==> config.mk <==
export PLATFORM = sky130hd
export DESIGN_NAME = lut_wvf_loader
export DESIGN_NICKNAME = d
export VERILOG_FILES = /design/src/rtl/lut_wvf_loader.sv
export SDC_FILE = /design/constraint.sdc
export NUM_CORES = 1
export LEC_CHECK = 0
export ABC_AREA = 1
export CAP_MARGIN = 20
export CORE_AREA = 3 3 187 189
export CTS_BUF_LIST = sky130_fd_sc_hd__clkbuf_8
export CTS_CLUSTER_DIAMETER = 120
export DETAILED_ROUTE_END_ITERATION = 16
export DIE_AREA = 0 0 190 192
export GPL_TIMING_DRIVEN = 0
export PLACE_DENSITY = 0.75
export SLEW_MARGIN = 20
export SYNTH_ARGS = -nofsm -noshare
export SYNTH_HDL_FRONTEND = slang
export SYNTH_SLANG_ARGS = --single-unit
==> constraint.sdc <==
create_clock -name CLK_SYS -period 3.7 [get_ports CLK_SYS]
set_input_delay 0.925 -clock CLK_SYS [delete_from_list [all_inputs] [get_ports CLK_SYS]]
set_output_delay 0.925 -clock CLK_SYS [all_outputs]
set_load 0.01 [all_outputs]
### Routing congestion map, run 1

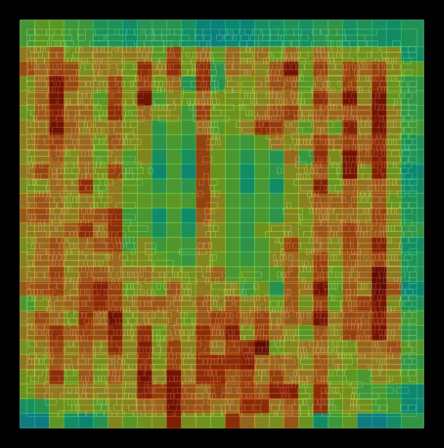
post-layout util: 62.7%
global route hottest layer: met2
met2 Use GR: 46.5%
Routed WL per cell: 20.6 um

### Signal wires on met2, run 1

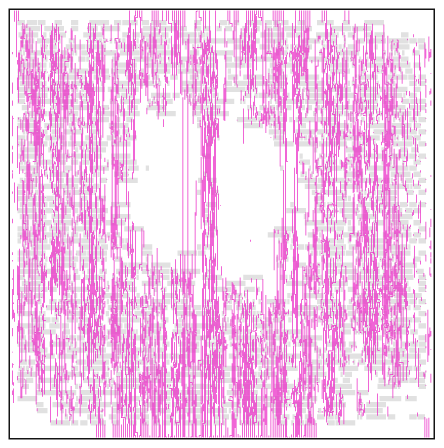
wire length on this layer = 24.5 mm
main direction = vertical
longest straight run = 95.9 um
total number of vias: 13,200
final WL: 52,300 um

### M3 wires, run 1

Scale bar: 50 um.
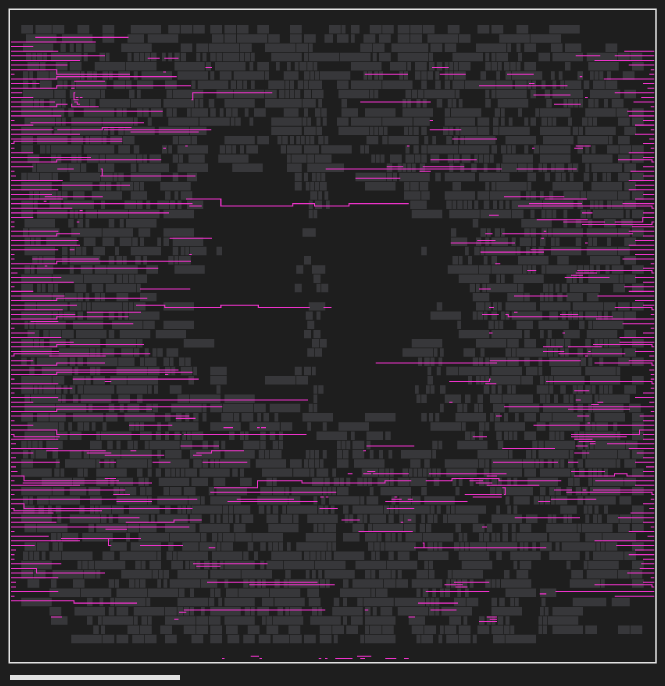
longest straight run = 73.4 um
nets with wire on the layer = 355
main direction = horizontal
grt met3 use: 10.2%

==> results.py, run 1 <==
# Flow results
metrics = {
    "run_status": {
        "outcome": "finished, final reports clean",
    },
    "floorplan": {
        "fp-utilization_pct": 44.8,
        "rows": 67,
    },
    "synth": {
        "logic_family": "simple AND/OR/NAND/NOR gates",
        "ff_type": "dfrtp_1",
        "ys_sh_aoi_pct": 6.98,
        "ys_cells": 1579,
        "syn-cell-area_um2": 15000,
        "yosysWarnings": 0,
    },
    "power": {
        "p_comb_share_pct": 10.7,
        "sw_frac_of_total_pct": 26.1,
    },
    "clock_tree": {
        "cts_setup_buffers": 0,
    },
    "sta": {
        "tns_ps": 0,
        "worst_hold_slack_ps": 256,
    },
    "critical_path": {
        "cp.depth": 1,
        "critPathArrivalTime_ps": 1670,
        "r2r_slack_ps": 1530,
    },
    "min_path": {
        "hold_path.class": "input port to async pin",
    },
    "placed_design": {
        "dp.cells": 2426,
    },
    "layout": {
        "instances_no_fill": 2543,
    },
    "global_route": {
        "grt_use_total_pct": 28.9,
    },
}
run 1: kinds of logic (layout without fill, tap and decap cells):
family,count (synthesis),after routing
DFF,391,391
buffers and inverters,149,665
and+or+nand+nor,823,823
other,1,1
AOI/OAI and AO/OA,209,209
adders and majority gates,6,6
run 1: power groups by stage:
stage / combinational (W) / sequential (W) / clock, W
after global placement: 0.00100 / 0.00466 / 0
after detailed placement: 0.00103 / 0.00466 / 0
after floorplan: 0.000252 / 0.00474 / 0
after CTS: 0.00104 / 0.00459 / 0.00405
final: 0.00103 / 0.00459 / 0.00398
after global routing: 0.00111 / 0.00461 / 0.00428
run 1: final cells by class:
type,count,area (um^2)
fillers,2737,12500
flip-flops and latches,391,9780
multi-input cells,1039,4530
repair buffers,399,4070
clock buffers,77,1060
plain buffers,124,577
well taps,448,561
clock inverters,40,297
inverters,25,93.8
run 1: metrics by stage:
step / setup slack, ps / cell area, um^2
after global placement: -15010 / 19500
after floorplan: 1770 / 15000
final: 1100 / 21000
after CTS: 1040 / 21000
after detailed placement: 805 / 19600
after global routing: 999 / 21000
run 1: per-layer routing:
layer / track usage [%] / routed length [um] / vias up
li1: - / - / 6016
met1: 35.9 / 20600 / 6428
met2: 46.5 / 24500 / 612
met3: 10.2 / 5480 / 112
met4: 11.4 / 1690 / 0
met5: 0 / 0 / -
run 1: layout by cell type (no fill, tap or decap), drive strengths merged:
master           n
clkbuf         143
clkinv          10
nor2            24
o21ai          207
nand3          186
nand2          612
ha               6
conb             1
a21oi            2
clkdlybuf4s50  394
or2              1
bufinv           4
dfrtp          391
inv             46
buf             63
clkinvlp         5
### Wiring by layer, run 1

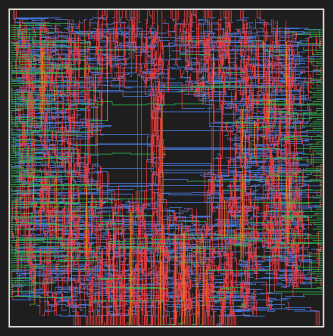

==> inputs of run 2 (changes only) <==
Settings changed: PLACE_DENSITY 0.75 to 0.78.
Clock period 3.7 ns to 2.3 ns, I/O delays scaled along.
### Wiring by layer, run 2

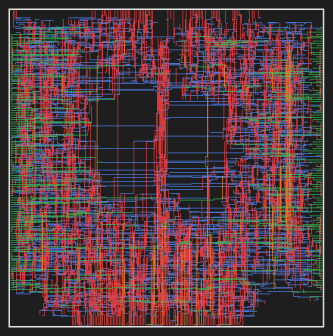
orange -> M4  # wire length 1,880 um
red -> M2  # wire length 24.5 mm
green -> M3  # wire length 5,140 um
blue -> M1  # wire length 20.2 mm
GRT Util Overall: 28.4%
Routed WL per cell: 20.4 um
final WL: 51,700 um
total number of vias: 13,400

### M3 wires, run 2

Scale bar: 50 um.
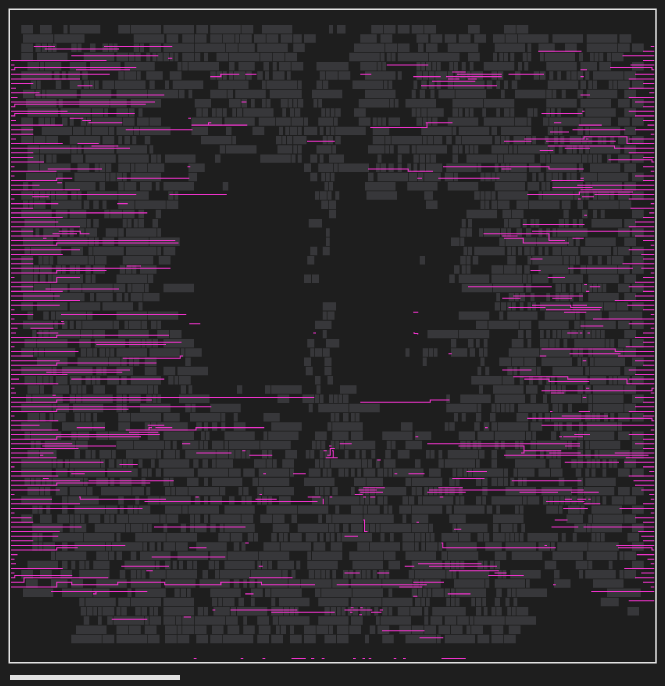
grt met3 use: 8.98%

==> results.py, run 2 <==
# Flow results
metrics = {
    "placed_design": {
        "placed_cell_area_um2": 19600,
        "dp.cells": 2426,
    },
    "critical_path": {
        "critPathArrivalTime_ps": 1630,
        "r2r_slack_ps": 190,
    },
    "min_path": {
        "hold_path.class": "input port to flip-flop",
    },
    "synth": {
        "ff_type": "dfrtp_1",
        "syn-cell-area_um2": 15000,
        "ys_cells": 1579,
        "yosysWarnings": 0,
    },
    "layout": {
        "instances_no_fill": 2538,
        "lay_top_cells": "nand2_1 (600), clkdlybuf4s50_1 (394), dfrtp_1 (389)",
        "finalInstanceArea_um2": 20900,
        "mi_logic_area_um2": 4540,
        "fill_cells": 2663,
        "regArea_um2": 9790,
    },
    "floorplan": {
        "rows": 67,
        "fp-utilization_pct": 44.8,
    },
    "sta": {
        "worst_hold_slack_ps": 430,
    },
    "run_status": {
        "outcome": "finished, final reports clean",
    },
    "clock_tree": {
        "cts-root-buf": "clkbuf_8",
    },
}
### Routing congestion map, run 2

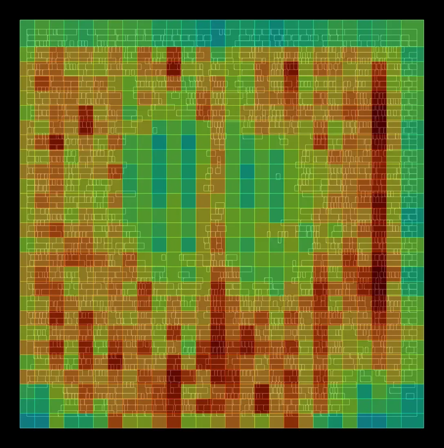
met2 Use GR: 46.2%
M1 GR Usage: 35.0%
post-layout util: 62.4%

==> run 2: cell counts after synthesis <==
Identical to the previous run, type by type.
==> run 2: timing repair <==
item / in CTS / in global routing
buffers inserted: 0 / 0
hold buffers: 1 / 0
endpoints found under the setup margin: 0 / 24
gates resized: 0 / 12
hold endpoints to repair: 36 / 0
==> run 2: layer usage <==
metal / wire length (um) / vias up / track usage [%]
li1: - / 6018 / -
met4: 1880 / 0 / 12.3
met5: 0 / - / 0
met3: 5140 / 126 / 8.98
met1: 20200 / 6597 / 35.0
met2: 24500 / 641 / 46.2
==> run 2: area by class of cell <==
type / count / area share, %
plain buffers: 124 / 2.79
clock buffers: 81 / 5.34
clock inverters: 30 / 0.611
inverters: 25 / 0.449
multi-input cells: 1039 / 21.7
flip-flops and latches: 391 / 46.9
well taps: 448 / 2.68
repair buffers: 400 / 19.5
==> run 2: report_power, final <==
| group | leakage, nW | total (W) | internal, W | switching, W |
|---|---|---|---|---|
| logic | 3.96 | 0.00164 | 0.000711 | 0.000931 |
| clock network | 0.723 | 0.00591 | 0.00316 | 0.00275 |
| registers | 5.40 | 0.00739 | 0.00719 | 0.000196 |
==> run 2: through the flow <==
step / util, % / setup TNS [ps]
2_1_floorplan: - / 0
3_3_place_gp: 58.3 / -6177750
4_1_cts: 62.4 / 0
3_5_place_dp: 58.6 / -29380
6_report: 62.4 / 0
5_1_grt: 62.4 / 0
==> run 2: kinds of logic (layout without fill, tap and decap cells) <==
| logic type | Yosys count | count (layout) | synth area share (%) |
|---|---|---|---|
| AND-OR/OR-AND | 209 | 209 | 6.98 |
| other | 1 | 1 | 0.0250 |
| buffers and inverters | 149 | 660 | 4.48 |
| AND/OR/NAND/NOR | 823 | 823 | 22.7 |
| flip-flops | 391 | 391 | 65.3 |
| adder cells (fa/ha/maj) | 6 | 6 | 0.501 |
Power is estimated from default activity; no workload was simulated.
